File: src/rtl/ram_port_arb.sv
// ram_port_arb: round-robin arbiter with lock bursts sharing one block-RAM port among CReqCnt requesters.
module ram_port_arb #(
  parameter int CAddrLen = 11,
  parameter int CDataLen = 8,
  parameter int CReqCnt  = 4
) (
  input  logic                         AClk,
  input  logic                         AReset,
  input  logic                         AClkEn,
  input  logic [CReqCnt*CAddrLen-1:0]  AReqAddr,
  input  logic [CReqCnt*CDataLen-1:0]  AReqMosi,
  input  logic [CReqCnt-1:0]           AReqWrEn,
  input  logic [CReqCnt-1:0]           AReqRdEn,
  input  logic [CReqCnt-1:0]           AReqLock,
  output logic [CReqCnt-1:0]           AReqAck,
  output logic [CDataLen-1:0]          AReqMiso,
  output logic [CReqCnt-1:0]           AReqMisoVld,
  output logic [CAddrLen-1:0]          ARamAddr,
  output logic [CDataLen-1:0]          ARamMosi,
  output logic                         ARamWrEn,
  output logic                         ARamRdEn,
  input  logic [CDataLen-1:0]          ARamMiso
);
  localparam int CIdxLen = $clog2(CReqCnt);
  typedef logic [CIdxLen-1:0] idx_t;
  logic [CReqCnt-1:0] req;
  idx_t prio, own_idx, rd_idx, win;
  logic own_vld, rd_vld, any, grant;

  function automatic idx_t wrap(input int v);
    return idx_t'(v >= CReqCnt ? v - CReqCnt : v);
  endfunction

  assign req   = AReqWrEn | AReqRdEn;
  assign any   = |req;
  assign grant = AClkEn & any;

  // scan downwards so the requester closest to prio is the last (winning) assignment
  always_comb begin
    win = own_idx;
    if (!(own_vld && req[own_idx]))
      for (int k = CReqCnt - 1; k >= 0; k--)
        if (req[wrap(int'(prio) + k)]) win = wrap(int'(prio) + k);
  end

  assign AReqAck  = grant ? (CReqCnt'(1) << win) : '0;
  assign ARamAddr = grant ? AReqAddr[win*CAddrLen +: CAddrLen] : '0;
  assign ARamMosi = grant ? AReqMosi[win*CDataLen +: CDataLen] : '0;
  assign ARamWrEn = grant & AReqWrEn[win];
  // a combined write+read request is served as a write only
  assign ARamRdEn = grant & AReqRdEn[win] & ~AReqWrEn[win];
  assign AReqMisoVld = rd_vld ? (CReqCnt'(1) << rd_idx) : '0;
  assign AReqMiso    = rd_vld ? ARamMiso : '0;

  always_ff @(posedge AClk or posedge AReset)
    if (AReset) begin
      prio    <= '0;
      own_vld <= 1'b0;
      own_idx <= '0;
      rd_vld  <= 1'b0;
      rd_idx  <= '0;
    end else if (AClkEn) begin
      prio    <= any ? wrap(int'(win) + 1) : prio;
      own_vld <= any & AReqLock[win];
      own_idx <= any ? win : own_idx;
      rd_vld  <= ARamRdEn;
      rd_idx  <= win;
    end
endmodule

File: config.mk
export PLATFORM = sky130hd
export DESIGN_NAME = ram_port_arb
export DESIGN_NICKNAME = d
export VERILOG_FILES = /design/src/rtl/ram_port_arb.sv
export SDC_FILE = /design/constraint.sdc
export NUM_CORES = 1
export LEC_CHECK = 0
export ABC_AREA = 1
export CAP_MARGIN = 20
export CELL_PAD_IN_SITES_DETAIL_PLACEMENT = 1
export CELL_PAD_IN_SITES_GLOBAL_PLACEMENT = 1
export CORE_MARGIN = 8
export CORE_UTILIZATION = 23
export CTS_CLUSTER_DIAMETER = 100
export DETAILED_ROUTE_END_ITERATION = 8
export GPL_TIMING_DRIVEN = 0
export HOLD_SLACK_MARGIN = 0.02
export PLACE_DENSITY_LB_ADDON = 0.15
export SETUP_SLACK_MARGIN = 0.4
export SYNTH_ARGS = -nofsm -noshare
export SYNTH_HDL_FRONTEND = slang
export SYNTH_SLANG_ARGS = --single-unit
File: constraint.sdc
create_clock -name AClk -period 7.3 [get_ports AClk]
set_clock_uncertainty 0.2 [all_clocks]
set_input_delay 1.46 -clock AClk [delete_from_list [all_inputs] [get_ports AClk]]
set_output_delay 1.46 -clock AClk [all_outputs]
set_load 0.05 [all_outputs]
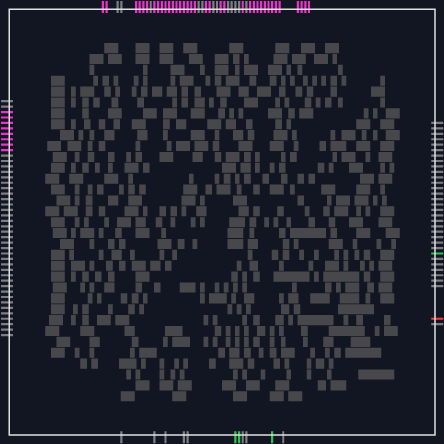
**Above:** run 1 (pin map).
Scale: 4 px per µm. Pins as bars across the die edge, other pins in grey.
Red is `AClk`, pins 1, direction input, edge east. Green is `AReqWrEn`, pins 4, direction input, edge 3 south, 1 east. Magenta is `AReqAddr`, pins 44, direction input, edge 36 north, 8 west.

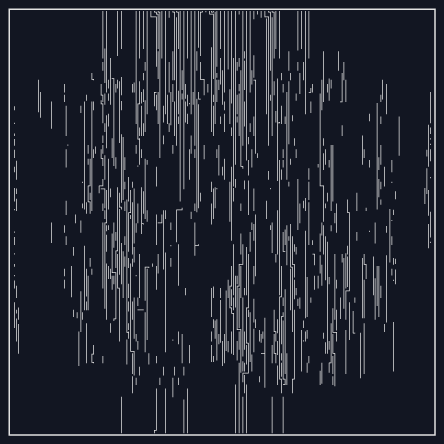
**Above:** run 1 (metal 2).
Scale: 4 px per µm.
The layer holds 47% of the routed length. The layer carries 4270 µm of wire. The wires run mostly vertical.
via total after detailed routing: 2703
grt met2 use: 0.267

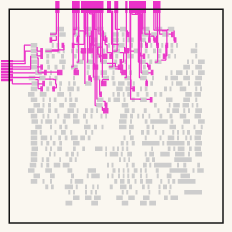
**Above:** run 1 (I/O nets highlighted).
Scale: 2 px per µm.
Magenta is `AReqAddr`, direction input, end cells 44, buffers 44, wire 1210 µm.
number of top-level pins: 136
Port-buffer cells: 135

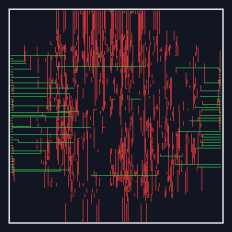
**Above:** run 1 (metal layers overlaid).
Scale: 2 px per µm. Two of the layers only.
Green is met3, wire length 846 µm. Red is met2, wire length 4270 µm.
detail-routed net length per standard cell: 15.0 µm
Total Routed Length: 9.00 mm
Total GRT Usage: 0.154

==> run 1: stage by stage <==
step / worst slack, ps / total power, W / instances / area (µm²)
2_1_floorplan: 2190 / 0.00130 / 358 / 1870
3_3_place_gp: 1120 / 0.00183 / 598 / 3350
3_5_place_dp: 1090 / 0.00186 / 598 / 3350
4_1_cts: 1090 / 0.00192 / 601 / 3390
5_1_grt: 840 / 0.00207 / 601 / 3390
6_report: 1130 / 0.00189 / 601 / 3390
==> run 1: Yosys cell counts <==
cell	n	area, µm²
sky130_fd_sc_hd__nor3_1	4	20.0
sky130_fd_sc_hd__o211ai_1	2	15.0
sky130_fd_sc_hd__nor3b_1	1	7.51
sky130_fd_sc_hd__nand2_2	4	25.0
sky130_fd_sc_hd__nand4_1	1	6.26
sky130_fd_sc_hd__o22ai_2	1	12.5
sky130_fd_sc_hd__buf_4	1	7.51
sky130_fd_sc_hd__nand2_1	88	330
sky130_fd_sc_hd__nand3_1	73	365
sky130_fd_sc_hd__dfrtp_1	8	200
sky130_fd_sc_hd__inv_2	5	18.8
sky130_fd_sc_hd__nor2_1	10	37.5
sky130_fd_sc_hd__a21oi_1	23	115
sky130_fd_sc_hd__nand3_2	2	20.0
sky130_fd_sc_hd__buf_2	8	40.0
sky130_fd_sc_hd__clkbuf_1	7	26.3
sky130_fd_sc_hd__inv_1	82	308
sky130_fd_sc_hd__and2_1	1	6.26
sky130_fd_sc_hd__nand3b_1	20	150
sky130_fd_sc_hd__buf_6	4	45.0
sky130_fd_sc_hd__ha_1	4	50.1
sky130_fd_sc_hd__o21a_1	1	7.51
sky130_fd_sc_hd__o21ai_1	1	5.00
sky130_fd_sc_hd__nand2_4	2	22.5
sky130_fd_sc_hd__o21ai_0	5	25.0
==> run 1: sequential cells by signal (all words and copies together), names as in the netlist <==
register,cells
own_idx,2
own_vld,1
prio,2
rd_idx,2
rd_vld,1
==> run 1: tightest hold or removal path, cell delays in order, from the launching register on <==
cell,delay (ps)
sky130_fd_sc_hd__dfrtp_1,350
sky130_fd_sc_hd__nand2_1,60
sky130_fd_sc_hd__nand2_1,60
==> run 1: area by class of cell <==
class                           instances  share of cell area
Clock buffer                            3              0.0122
Tap cell                              105              0.0387
Timing Repair Buffer                  135               0.399
Inverter                               87              0.0963
Sequential cell                         8              0.0590
Multi-Input combinational cell        243               0.360
Buffer                                 20              0.0351
==> run 1: power by group through the flow <==
stage / logic [W] / registers, W / clock network, W
CTS: 0.00177 / 0.0000961 / 0.0000532
finish: 0.00174 / 0.0000961 / 0.0000517
floorplan: 0.00122 / 0.0000856 / 0
detailed placement: 0.00176 / 0.0000959 / 0
global route: 0.00191 / 0.0000999 / 0.0000554
global placement: 0.00174 / 0.0000940 / 0
==> run 1: cells by family (layout without fill, tap and decap cells) <==
logic type	Yosys count	after routing	share of synthesized area
AND-OR/OR-AND	33	33	0.0965
adder cells (fa/ha/maj)	4	4	0.0268
buffers and inverters	107	245	0.239
flip-flops	8	8	0.107
AND/OR/NAND/NOR	206	206	0.531
==> flow_summary.ini, run 1 <==
; implementation run metrics
[timing]
setup-tns-final_ps = 0
final-hold-violation-count = 0
drv_slew = 0
max_slew_margin = 0.637
setup_viol = 0
worst_pin_slew_ps = 543

[route]
wl_met2_mm = 4.27
detail_route.iter0.violations = 65
drt_pass1_iterations = 4
routed-wl-met3_um = 845
remaining_design_rule_violation_count = 0
vias_per_cell = 4.50
ant_nets = 0

[run]
log.warning_count = 29

[finish]
flop_area_um2 = 200
insertedDiodeCount = 0
fillers = 1063
layout-drive-gt1-share = 0.0605
layout-area-overhead-vs-synth_pct = 81.6
utilization = 0.421
final_layout_top_logic_cell = sky130_fd_sc_hd__clkdlybuf4s50_1
final-comb-area_um2 = 1220

[worst_hold_path]
hold_path.class = register to register
min_delay_path_depth = 2
holdPathEnd = own_vld

[synth]
floorplan.nets = 461
yosysWarnings = 0
synth-area-yosys_um2 = 1870
synthesis.area_um2 = 1870
yosys_cells = 358
synthesis.instances = 358

[setup_path]
crit_required_ps = 5640
worstSetupPathDepth = 12
worstSetupEndpoint = ARamMosi[2]
timing.critical_path.slowest_stage_cell = sky130_fd_sc_hd__clkdlybuf4s50_1
critPathTopFamily = buffers and inverters
timing.critical_path.to_type = primary output
setup.reg_to_reg.worst_slack_ps = 4730
path_class = input port to primary output
critical_path.max_stage_delay_ps = 850
critical_path.n_buffers_inverters = 3
worst_setup_path_startpoint = AReqWrEn[1]
crit_path_cell_trace = clkdlybuf4s50_1, nor2_1, nand2_1, a21oi_1, nor2_1, nor3b_1, nand2_1, nand2_2, buf_2, nand3_1, a21oi_1, clkdlybuf4s50_1
r2r_start = prio[0]

[die]
row_count = 33
chip_area_um2 = 11300
die_h_um = 106
placeableCoreArea_um2 = 8050
die_w_um = 106

[power_and_ir_drop]
powerDensity_nw_per_um2 = 557
vdd.ir_drop.worst_mv = 0.250
pwr-share-comb = 0.922
switching_fraction_of_total_power = 0.635
psw_w = 0.00120

[clock_network]
holdBufCountCts = 0
clock_sinks = 8
cts.reportedPaths.clkPinSlew_ps = 40
root_buffer_cell = sky130_fd_sc_hd__clkbuf_8
total_cts_buffers = 3
post-cts-setup-buffer-count = 0
cts.htree.levels = 1

[run_status]
run_status = complete, no violations

[global_routing]
largest_net_degree_at_the_start_of_global_routing = 12
grt.met1_usage = 0.180
globalRoute.totalOverflow = 0
first_global_vias = 2910
grt_antenna_before_repair = 0
busiest_layer = met2

[place]
detailedPlacementHpwl_mm = 7.66
--- run 2 (diff from run 1) ---
--- a/config.mk
+++ b/config.mk
@@ -10,7 +10,7 @@
 export CELL_PAD_IN_SITES_DETAIL_PLACEMENT = 1
 export CELL_PAD_IN_SITES_GLOBAL_PLACEMENT = 1
 export CORE_MARGIN = 8
-export CORE_UTILIZATION = 23
+export CORE_UTILIZATION = 19
 export CTS_CLUSTER_DIAMETER = 100
 export DETAILED_ROUTE_END_ITERATION = 8
 export GPL_TIMING_DRIVEN = 0
==> constraint.sdc (replaced) <==
create_clock -name AClk -period 5 [get_ports AClk]
set_clock_uncertainty 0.2 [all_clocks]
set_input_delay 1 -clock AClk [delete_from_list [all_inputs] [get_ports AClk]]
set_output_delay 1 -clock AClk [all_outputs]
set_load 0.05 [all_outputs]
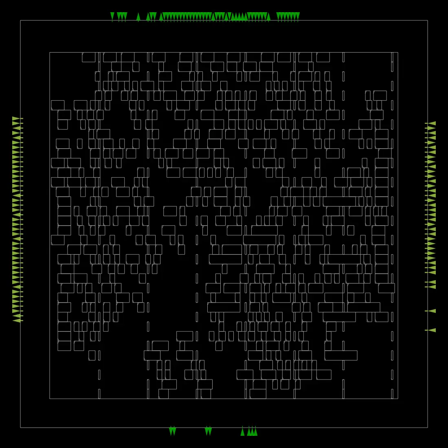
**Above:** run 2 (cell outlines without signal wires).
row count: 36
fraction of area in registers: 0.0578
number of tapcells: 133

==> run 2 against run 1 <==
Against the previous run:
- area after synthesis unchanged
- first-iteration DRC count increased by 34%
- die size increased by 18%
- hold slack got worse by 19 ps
- core utilization decreased by 6.2 points
- clock-buffer cell count unchanged
- critical path depth increased by 4
- largest power group unchanged
- highest routed layer unchanged
==> flow_summary.ini, run 2 <==
; implementation run metrics
[worst_hold_path]
hold_path.class = register to register

[power_and_ir_drop]
totalPowerFinal_w = 0.00277
vdd.ir_drop.worst_mv = 0.249
powerDensity_nw_per_um2 = 799

[synth]
netlist-cell-type-count = 25
synth_top_cell_by_area = sky130_fd_sc_hd__nand3_1
netlist.top_cell.by_instances = sky130_fd_sc_hd__nand2_1
synthDominantCellAreaShare = 0.196
synth-area-yosys_um2 = 1870
enable_flop_cells = 0
largest_cells_by_area_after_synthesis = sky130_fd_sc_hd__nand3_1 20%, sky130_fd_sc_hd__nand2_1 18%, sky130_fd_sc_hd__inv_1 16%
synthesis.instances = 358
postSynth.asyncResetShare = 1.00
yosys_most_used_dff = sky130_fd_sc_hd__dfrtp_1
yosysWarnings = 0

[route]
detail_route.iter0.violations = 87
remaining_design_rule_violation_count = 0
totalWireLength_mm = 9.43
vias_per_cell = 4.30
routed_wire_length_per_instance_um = 14.9
drt_pass1_iterations = 4
dr_total_vias = 2715
ant_nets = 0

[global_routing]
grt_pass1_wl_mm = 14.5
grt_antenna_before_repair = 0
globalRoute.totalOverflow = 0
first_global_vias = 2840

[die]
placeableCoreArea_um2 = 9640
ioPinCount = 136

[clock_network]
cts.reportedPaths.clkPinSlew_ps = 50
clock_sinks = 8
total_cts_buffers = 3
cts.htree.levels = 1
root_buffer_cell = sky130_fd_sc_hd__clkbuf_8

[place]
detailedPlacementHpwl_mm = 7.87

[setup_path]
path_class = input port to primary output
timing.critical_path.slowest_stage_cell = sky130_fd_sc_hd__clkdlybuf4s50_1
critPathTopFamily = simple AND/OR/NAND/NOR gates
critical_path.n_buffers_inverters = 3
crit_required_ps = 3800

[run]
log.warning_count = 30

[run_status]
run_status = complete, no violations

[finish]
final_layout_top_logic_cell = sky130_fd_sc_hd__clkdlybuf4s50_1
insertedDiodeCount = 0
fillers = 1302
layout-drive-gt1-share = 0.143
layout-area-overhead-vs-synth_pct = 85.5
reg.largest.list = own_idx: 2 flops, prio: 2 flops, rd_idx: 2 flops

[timing]
final-hold-violation-count = 0
worst_pin_slew_ps = 524
setup-tns-final_ps = 0
setup_viol = 0
-- run 2: cells by family after synthesis --
| kind of cell | synth area share |
|---|---|
| buffers and inverters | 0.239 |
| AND-OR/OR-AND | 0.0965 |
| adder cells (fa/ha/maj) | 0.0268 |
| flip-flops | 0.107 |
| AND/OR/NAND/NOR | 0.531 |
-- run 2: repair_timing --
action	4_1_cts	5_1_grt
gates cloned	0	0
gates resized	123	60
endpoints found under the setup margin	25	25
setup buffers	0	2
hold buffers	0	0
pin swaps	0	4
endpoints found under the hold margin	0	0
-- run 2: path summary, 6_finish.rpt --
path	start	to	depth (start not counted)
min	own_vld	own_vld	2
max reg2reg	prio[0]	prio[1]	17
max in group asynchronous	AReset	rd_vld	2
max	AReqRdEn[0]	ARamAddr[7]	16
min reg2reg	own_vld	own_vld	2
min in group asynchronous	AReset	rd_idx[0]	2
-- run 2: metrics by stage --
stage	hold WS, ps	utilization	setup slack, ps	cells	cell area [µm²]
2_1_floorplan	249	-	807	358	1870
3_3_place_gp	282	0.351	-306	626	3380
3_5_place_dp	288	0.351	-296	626	3380
4_1_cts	298	0.348	314	629	3350
5_1_grt	305	0.359	388	631	3460
6_report	290	0.359	585	631	3460
-- run 2: worst min-delay path: cells and delay by family, from the launching register on --
kind / cells / cell delay [ps]
DFF: 1 / 340
and+or+nand+nor: 2 / 110
-- run 2: cell type report --
cell class	instances	area (µm²)	share of cell area
timing repair buffer	137	1310	0.379
multi-input combinational	243	1280	0.370
clock buffer	3	41.3	0.0119
sequential	8	200	0.0578
tap	133	166	0.0481
buffer	20	135	0.0390
inverter	87	327	0.0943
-- run 2: layer usage --
metal,global-route usage,vias to the layer above,routed length (µm)
li1,-,1390,-
met1,0.164,1231,4110
met2,0.238,92,4500
met3,0.0446,2,810
met4,0.0123,0,9
met5,0,-,0
-- run 2: power by group --
part / switching, W / internal, W / total, W
sequential: 0.0000408 / 0.0000978 / 0.000139
combinational: 0.00172 / 0.000829 / 0.00255
clock: 0.0000293 / 0.0000525 / 0.0000819
total: 0.00179 / 0.000979 / 0.00277
Power and IR drop assume default switching activity.
